## src/rtl/fetch_unit_pkg.sv

```systemverilog
// rtl/fetch_unit_pkg.sv - shared types for the instruction fetch front-end
package fetch_unit_pkg;

    localparam logic [31:0] INSTR_BYTES = 32'd4;

    typedef struct packed {
        logic [31:0] instruction;
        logic [31:0] pc;
        logic [31:0] pc_4;
    } INSTRUCTION_FECHED;

    typedef enum logic {
        BOOT = 1'b0,
        RUN  = 1'b1
    } FETCH_STATE;

endpackage

```

## src/rtl/fetch_fifo.sv

```systemverilog
// rtl/fetch_fifo.sv - synchronous first-word-fall-through FIFO with flush
module fetch_fifo #(
    parameter int WIDTH = 32,
    parameter int DEPTH = 4
) (
    input  logic                   clk,
    input  logic                   reset,
    input  logic                   push,
    input  logic [WIDTH-1:0]       push_data,
    input  logic                   pop,
    input  logic                   flush,
    output logic [WIDTH-1:0]       pop_data,
    output logic                   full,
    output logic                   empty,
    output logic [$clog2(DEPTH):0] count
);
    localparam int AW = (DEPTH > 1) ? $clog2(DEPTH) : 1;
    localparam int CW = $clog2(DEPTH) + 1;

    logic [WIDTH-1:0] mem [DEPTH];
    logic [AW-1:0]    wr_ptr;
    logic [AW-1:0]    rd_ptr;
    logic             do_push;
    logic             do_pop;

    function automatic logic [AW-1:0] next_ptr(input logic [AW-1:0] p);
        return (p == AW'(DEPTH - 1)) ? '0 : p + AW'(1);
    endfunction

    assign empty    = (count == '0);
    assign full     = (count == CW'(DEPTH));
    assign do_pop   = pop && !empty;
    // A push into a full FIFO is only accepted when the head leaves in the same cycle.
    assign do_push  = push && (!full || do_pop);
    assign pop_data = mem[rd_ptr];

    always_ff @(posedge clk or negedge reset) begin
        if (!reset) begin
            wr_ptr <= '0;
            rd_ptr <= '0;
            count  <= '0;
        end else if (flush) begin
            wr_ptr <= '0;
            rd_ptr <= '0;
            count  <= '0;
        end else begin
            if (do_push) wr_ptr <= next_ptr(wr_ptr);
            if (do_pop)  rd_ptr <= next_ptr(rd_ptr);
            case ({do_push, do_pop})
                2'b10:   count <= count + CW'(1);
                2'b01:   count <= count - CW'(1);
                default: ;
            endcase
        end
    end

    always_ff @(posedge clk) begin
        if (do_push && !flush) mem[wr_ptr] <= push_data;
    end

    assert property (@(posedge clk) disable iff (!reset) !(push && full && !pop && !flush));

endmodule

```

## src/rtl/fetch_unit.sv

```systemverilog
// rtl/fetch_unit.sv - sequential PC fetch with buffered output; FETCH_STATS_EN adds drop/fetch counters
module fetch_unit
    import fetch_unit_pkg::*;
#(
    parameter logic [31:0] RESET_PC        = 32'h0000_0000,
    parameter int          FIFO_DEPTH      = 4,
    parameter int          MAX_OUTSTANDING = 4
) (
    input  logic              clk,
    input  logic              reset,
    input  logic              jump,
    input  logic [31:0]       jump_pc,
    output logic              imem_req,
    output logic [31:0]       imem_addr,
    input  logic              imem_ready,
    input  logic              imem_rvalid,
    input  logic [31:0]       imem_rdata,
    output INSTRUCTION_FECHED instruction_o,
    output logic              valid_o,
    input  logic              ready_o
`ifdef FETCH_STATS_EN
    ,
    output logic [31:0]       stat_fetched,
    output logic [31:0]       stat_dropped
`endif
);
    localparam int OW = $clog2(MAX_OUTSTANDING) + 1;
    localparam int FW = $clog2(FIFO_DEPTH) + 1;
    localparam int CW = ((OW > FW) ? OW : FW) + 1;

    FETCH_STATE        state_q;
    FETCH_STATE        state_d;
    logic [31:0]       pc_q;
    logic [OW-1:0]     discard_q;
    logic [OW-1:0]     outstanding;
    logic [OW-1:0]     outstanding_next;
    logic [FW-1:0]     fifo_count;
    logic              fifo_full;
    logic              fifo_empty;
    logic              aq_full;
    logic              aq_empty;
    logic [31:0]       resp_addr;
    logic [CW-1:0]     credit_used;
    logic              credit_ok;
    logic              accept;
    logic              resp_valid;
    logic              drop_resp;
    logic              push;
    logic              pop;
    INSTRUCTION_FECHED push_word;

    // Every issued request reserves a buffer slot, so the buffer can never overflow.
    assign credit_used = CW'(fifo_count) + CW'(outstanding);
    assign credit_ok   = credit_used < CW'(FIFO_DEPTH);

    always_ff @(posedge clk or negedge reset) begin
        if (!reset) state_q <= BOOT;
        else        state_q <= state_d;
    end

    always_comb begin
        state_d  = state_q;
        imem_req = 1'b0;
        case (state_q)
            BOOT: state_d = RUN;
            RUN: begin
                state_d  = RUN;
                imem_req = credit_ok && !aq_full && !fifo_full;
            end
            default: state_d = BOOT;
        endcase
    end

    assign imem_addr  = pc_q;
    assign accept     = imem_req && imem_ready;
    assign resp_valid = imem_rvalid && !aq_empty;
    assign drop_resp  = resp_valid && (jump || (discard_q != '0));
    assign push       = resp_valid && !drop_resp;
    assign pop        = valid_o && ready_o;
    assign valid_o    = !fifo_empty;

    assign outstanding_next = outstanding + OW'(accept) - OW'(resp_valid);

    always_ff @(posedge clk or negedge reset) begin
        if (!reset) begin
            pc_q      <= RESET_PC;
            discard_q <= '0;
        end else if (jump) begin
            pc_q      <= jump_pc;
            discard_q <= outstanding_next;
        end else begin
            if (accept) pc_q <= pc_q + INSTR_BYTES;
            if (resp_valid && (discard_q != '0)) discard_q <= discard_q - OW'(1);
        end
    end

    // Address queue doubles as the outstanding-request counter.
    fetch_fifo #(
        .WIDTH (32),
        .DEPTH (MAX_OUTSTANDING)
    ) u_addr_queue (
        .clk       (clk),
        .reset     (reset),
        .push      (accept),
        .push_data (pc_q),
        .pop       (resp_valid),
        .flush     (1'b0),
        .pop_data  (resp_addr),
        .full      (aq_full),
        .empty     (aq_empty),
        .count     (outstanding)
    );

    assign push_word.instruction = imem_rdata;
    assign push_word.pc          = resp_addr;
    assign push_word.pc_4        = resp_addr + INSTR_BYTES;

    fetch_fifo #(
        .WIDTH ($bits(INSTRUCTION_FECHED)),
        .DEPTH (FIFO_DEPTH)
    ) u_instr_fifo (
        .clk       (clk),
        .reset     (reset),
        .push      (push),
        .push_data (push_word),
        .pop       (pop),
        .flush     (jump),
        .pop_data  (instruction_o),
        .full      (fifo_full),
        .empty     (fifo_empty),
        .count     (fifo_count)
    );

    assert property (@(posedge clk) disable iff (!reset) imem_rvalid |-> !aq_empty);

`ifdef FETCH_STATS_EN
    logic [FW-1:0] flushed;
    logic [32:0]   fetched_sum;
    logic [32:0]   dropped_sum;

    // Entries handed to decode in the jump cycle are fetched, not flushed.
    assign flushed     = jump ? (fifo_count - FW'(pop)) : '0;
    assign fetched_sum = {1'b0, stat_fetched} + 33'(pop);
    assign dropped_sum = {1'b0, stat_dropped} + 33'(flushed) + 33'(drop_resp);

    always_ff @(posedge clk or negedge reset) begin
        if (!reset) begin
            stat_fetched <= '0;
            stat_dropped <= '0;
        end else begin
            stat_fetched <= fetched_sum[32] ? '1 : fetched_sum[31:0];
            stat_dropped <= dropped_sum[32] ? '1 : dropped_sum[31:0];
        end
    end
`endif

endmodule
```

## config.mk

```make
export PLATFORM = sky130hd
export DESIGN_NAME = fetch_unit
export DESIGN_NICKNAME = d
export VERILOG_FILES = /design/src/rtl/fetch_unit_pkg.sv /design/src/rtl/fetch_fifo.sv /design/src/rtl/fetch_unit.sv
export SDC_FILE = /design/constraint.sdc
export NUM_CORES = 1
export LEC_CHECK = 0
export ABC_AREA = 0
export CAP_MARGIN = 20
export CORE_MARGIN = 1
export CORE_UTILIZATION = 45
export CTS_CLUSTER_SIZE = 30
export DETAILED_ROUTE_END_ITERATION = 8
export GPL_ROUTABILITY_DRIVEN = 1
export RECOVER_POWER = 50
export SLEW_MARGIN = 20
export SYNTH_ARGS = -nofsm -noshare
export SYNTH_HDL_FRONTEND = slang
export SYNTH_SLANG_ARGS = --single-unit
```

## constraint.sdc

```tcl
create_clock -name clk -period 8.2 [get_ports clk]
set_input_delay 0.82 -clock clk [delete_from_list [all_inputs] [get_ports clk]]
set_output_delay 0.82 -clock clk [all_outputs]
set_load 0.05 [all_outputs]
```

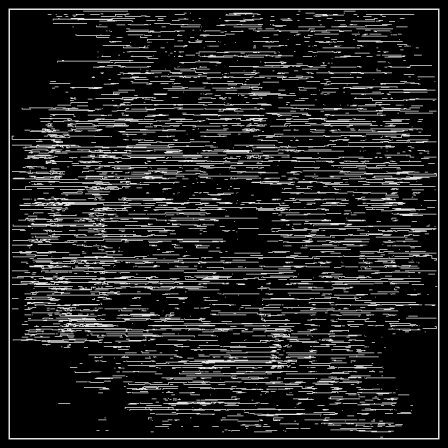
Fig. 1. Signal wires on met1 (run 1).
nets with wire on the layer	1,288
main direction	horizontal
share of all routed wire	45%
longest straight run	61.9 um
wire length on this layer	20.1 mm

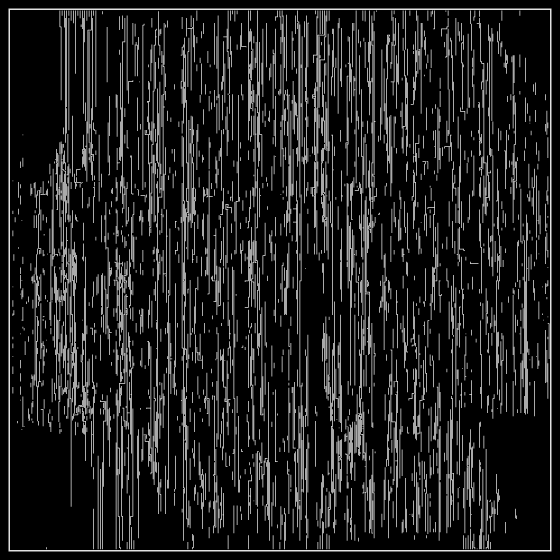
Fig. 2. Signal wires on met2 (run 1).
nets with wire on the layer	1,227
main direction	vertical
wire length on this layer	22.0 mm
share of all routed wire	49%

==> impl_metrics.py, run 1 <==
# Generated from Yosys and OpenROAD reports
metrics = {
    "pwr": {
        "power.share.clock_pct": 28.9,
        "clk-power_uw": 2450,
    },
    "status": {
        "status": "complete, but fails checks",
        "violations": "capacitance limit, slew limit",
    },
    "grt": {
        "grt_pass1_wl_um": 68600,
    },
    "layout": {
        "post_route_cells_drive_above_1_share_pct": 17.0,
        "comb_share_pct": 19.1,
    },
    "routing": {
        "wl_met3_um": 1990,
        "routed.top_layer": "met4",
        "vias_per_cell": 5.45,
    },
    "sta": {
        "final_max_slew_viol_count": 126,
        "fmax_mhz": 208,
        "final.period_utilization_pct": 58.8,
        "period_minus_slack_ns": 4.82,
    },
    "floorplanning": {
        "num_rows": 80,
        "core_mm2": 0.0476,
        "dieArea_mm2": 0.0490,
    },
    "cts": {
        "clk_latency_ns": 0.59,
        "cts-root-buf": "clkbuf_16",
    },
    "run": {
        "cap_violations": 3,
    },
    "min_path": {
        "hp-start": "u_addr_queue.count[0]",
    },
    "placed_design": {
        "hpwlAfterDp_um": 27100,
    },
}
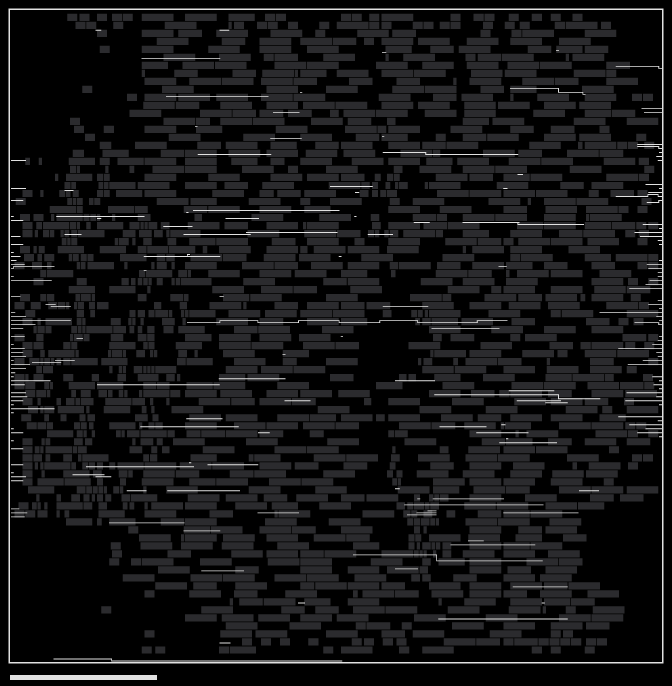
Fig. 3. Metal 3 (run 1).
Bar = 50 um.
longest straight run	78.2 um
main direction	horizontal

==> run 2, diff against run 1 <==
- PLACE_DENSITY: not set -> 0.67
- clock period: 8.2 -> 4.4 ns (I/O delays scaled with it)
==> run 2 against run 1 <==
Effect of this change: the run still ends with capacitance limit, slew limit left; clock skew decreased by 0.0042 ns; clock power increased by about 80%; flip-flop count unchanged; register-to-register slack got worse by 2.7 ns; hold slack got worse by 0.20 ns; non-clock buffer count increased by 13; first-iteration DRC count decreased by 6.9%; power increased by 85%; synthesized area unchanged; count of clock-buffer cells in the layout decreased by 2.
==> impl_metrics.py, run 2 <==
# Generated from Yosys and OpenROAD reports
metrics = {
    "synthesis": {
        "ys_sh_simple_pct": 4.55,
        "syn_nets": 1170,
        "ys_sh_adder_pct": 1.32,
        "topCellsByArea": "edfxtp_1 (70%), mux4_2 (13%), dfrtp_1 (5.8%)",
    },
    "routing": {
        "drtAntennaViolNets": 0,
        "vias_per_cell": 5.50,
        "num_vias": 10800,
        "wl_met3_um": 1710,
        "routed.top_layer": "met4",
        "remaining_drc_errors": 0,
        "routed-wl-met2_um": 20800,
        "firstDrtPassIters": 5,
        "met1Wirelength_um": 19500,
        "drt-initial-drc-count": 637,
    },
    "grt": {
        "antenna_found_initial": 0,
        "grt_pass1_wl_um": 66500,
    },
    "critical_path": {
        "crit_slowest_cell": "clkdlybuf4s50_1",
        "critPathCaptureType": "primary output",
        "cp_num_buf_inv": 2,
        "path_depth": 5,
        "path_max_fanout": 13,
        "worst_r2r_path_depth": 7,
    },
    "pwr": {
        "clk-power_uw": 4420,
        "power_leader": "registers",
        "power.share.clock_pct": 28.2,
    },
    "layout": {
        "regMostFlops": "u_instr_fifo.mem",
        "dominant_cells": "registers",
        "post_route_cells_drive_above_1_share_pct": 17.7,
        "comb_share_pct": 19.0,
    },
    "floorplanning": {
        "core_mm2": 0.0476,
        "dieArea_mm2": 0.0490,
        "num_rows": 80,
    },
    "sta": {
        "final.period_utilization_pct": 88.9,
        "period_minus_slack_ns": 3.91,
        "final_max_slew_viol_count": 42,
        "fmax_mhz": 256,
        "hold_viol_final": 0,
    },
    "status": {
        "status": "complete, but fails checks",
        "violations": "capacitance limit, slew limit",
    },
    "placed_design": {
        "hpwlAfterDp_um": 26700,
        "dp_cells": 1873,
        "pre_cts_slack_ns": 1.02,
    },
    "cts": {
        "numCtsBuffers": 56,
        "clk_latency_ns": 0.60,
        "cts-root-buf": "clkbuf_16",
    },
    "run": {
        "cap_violations": 1,
    },
}
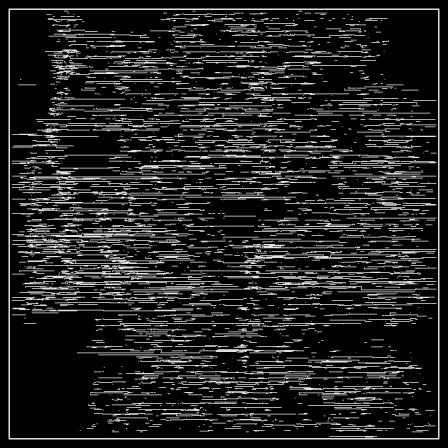
Fig. 4. Signal wires on met1 (run 2).
share of all routed wire	45%
wire length on this layer	19,500 um
main direction	horizontal
longest straight run	54.7 um
nets with wire on the layer	1,301

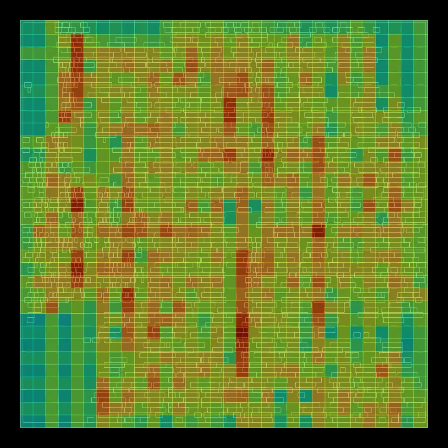
Fig. 5. Routing congestion (run 2).
met1 Use GR: 25.2%
gr busiest metal: met2
fin util: 55.1%
met3 Use GR: 2.97%
M2 GR Usage: 28.7%

==> run 3, diff against run 2 <==
- SLEW_MARGIN: 20 -> not set
==> run 3 against run 2 <==
Effect of this change: the run still ends with capacitance limit, slew limit left; count of clock-buffer cells in the layout unchanged; clock skew unchanged; combinational power hardly changed; hold slack unchanged; maximum frequency unchanged; flip-flop count did not move; synthesized area unchanged; register-to-register slack barely moved; non-clock buffer count unchanged; cell area is the same; setup slack is the same; sequential share of layout area unchanged.
==> impl_metrics.py, run 3 <==
# Generated from Yosys and OpenROAD reports
metrics = {
    "status": {
        "status": "complete, but fails checks",
        "violations": "capacitance limit, slew limit",
    },
    "critical_path": {
        "crit_slowest_cell": "clkdlybuf4s50_1",
        "worst_r2r_path_depth": 7,
        "cp_num_buf_inv": 2,
        "path_max_fanout": 13,
        "path_depth": 5,
    },
    "layout": {
        "dominant_cells": "registers",
        "postLayoutCoreUtil_pct": 55.1,
        "post_route_cells_drive_above_1_share_pct": 17.7,
        "regMostFlops": "u_instr_fifo.mem",
        "largest_register_ffs": 376,
    },
    "routing": {
        "drt-initial-drc-count": 637,
        "routed-wl-met2_um": 20800,
        "routed.top_layer": "met4",
        "firstDrtPassIters": 5,
        "num_vias": 10800,
        "wl_met3_um": 1710,
    },
    "synthesis": {
        "ys_sh_adder_pct": 1.32,
        "top_cells_by_count": "edfxtp_1 (504), mux4_2 (126), dfrtp_1 (50), nand2_1 (43), xnor2_1 (34)",
        "syn_nets": 1170,
        "topCellsByArea": "edfxtp_1 (70%), mux4_2 (13%), dfrtp_1 (5.8%)",
    },
    "grt": {
        "gr-usage-met1_pct": 25.2,
        "grt_use_met2_pct": 28.7,
        "antenna_found_initial": 0,
        "top_usage_layer": "met2",
        "grt_pass1_wl_um": 66500,
    },
    "pwr": {
        "power_leader": "registers",
        "clk-power_uw": 4420,
        "power.share.clock_pct": 28.2,
    },
    "run": {
        "cap_violations": 1,
    },
    "floorplanning": {
        "num_rows": 80,
        "dieArea_mm2": 0.0490,
        "core_mm2": 0.0476,
    },
    "sta": {
        "period_minus_slack_ns": 3.91,
        "final_max_slew_viol_count": 42,
        "final.period_utilization_pct": 88.9,
        "hold_viol_final": 0,
    },
    "placed_design": {
        "dp_cells": 1873,
        "pre_cts_slack_ns": 1.02,
        "hpwlAfterDp_um": 26700,
    },
    "cts": {
        "ctsLongestPathBuffers": 3,
        "numCtsBuffers": 56,
        "cts-root-buf": "clkbuf_16",
        "clk_latency_ns": 0.60,
    },
}
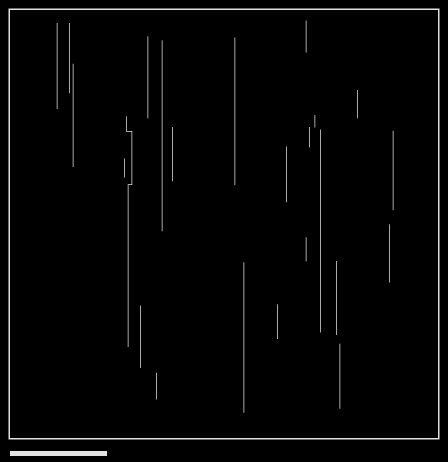
Fig. 6. Met4 routing (run 3).
Bar = 50 um.
main direction	vertical
longest straight run	105 um

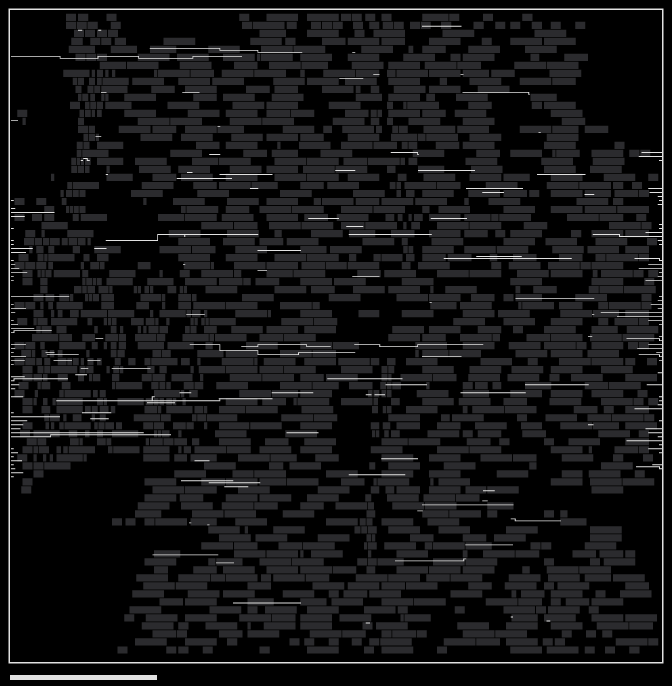
Fig. 7. Metal 3 (run 3).
Bar = 50 um.
share of all routed wire	4.0%
wire length on this layer	1,710 um
longest straight run	55.4 um

Power and IR drop assume default switching activity.
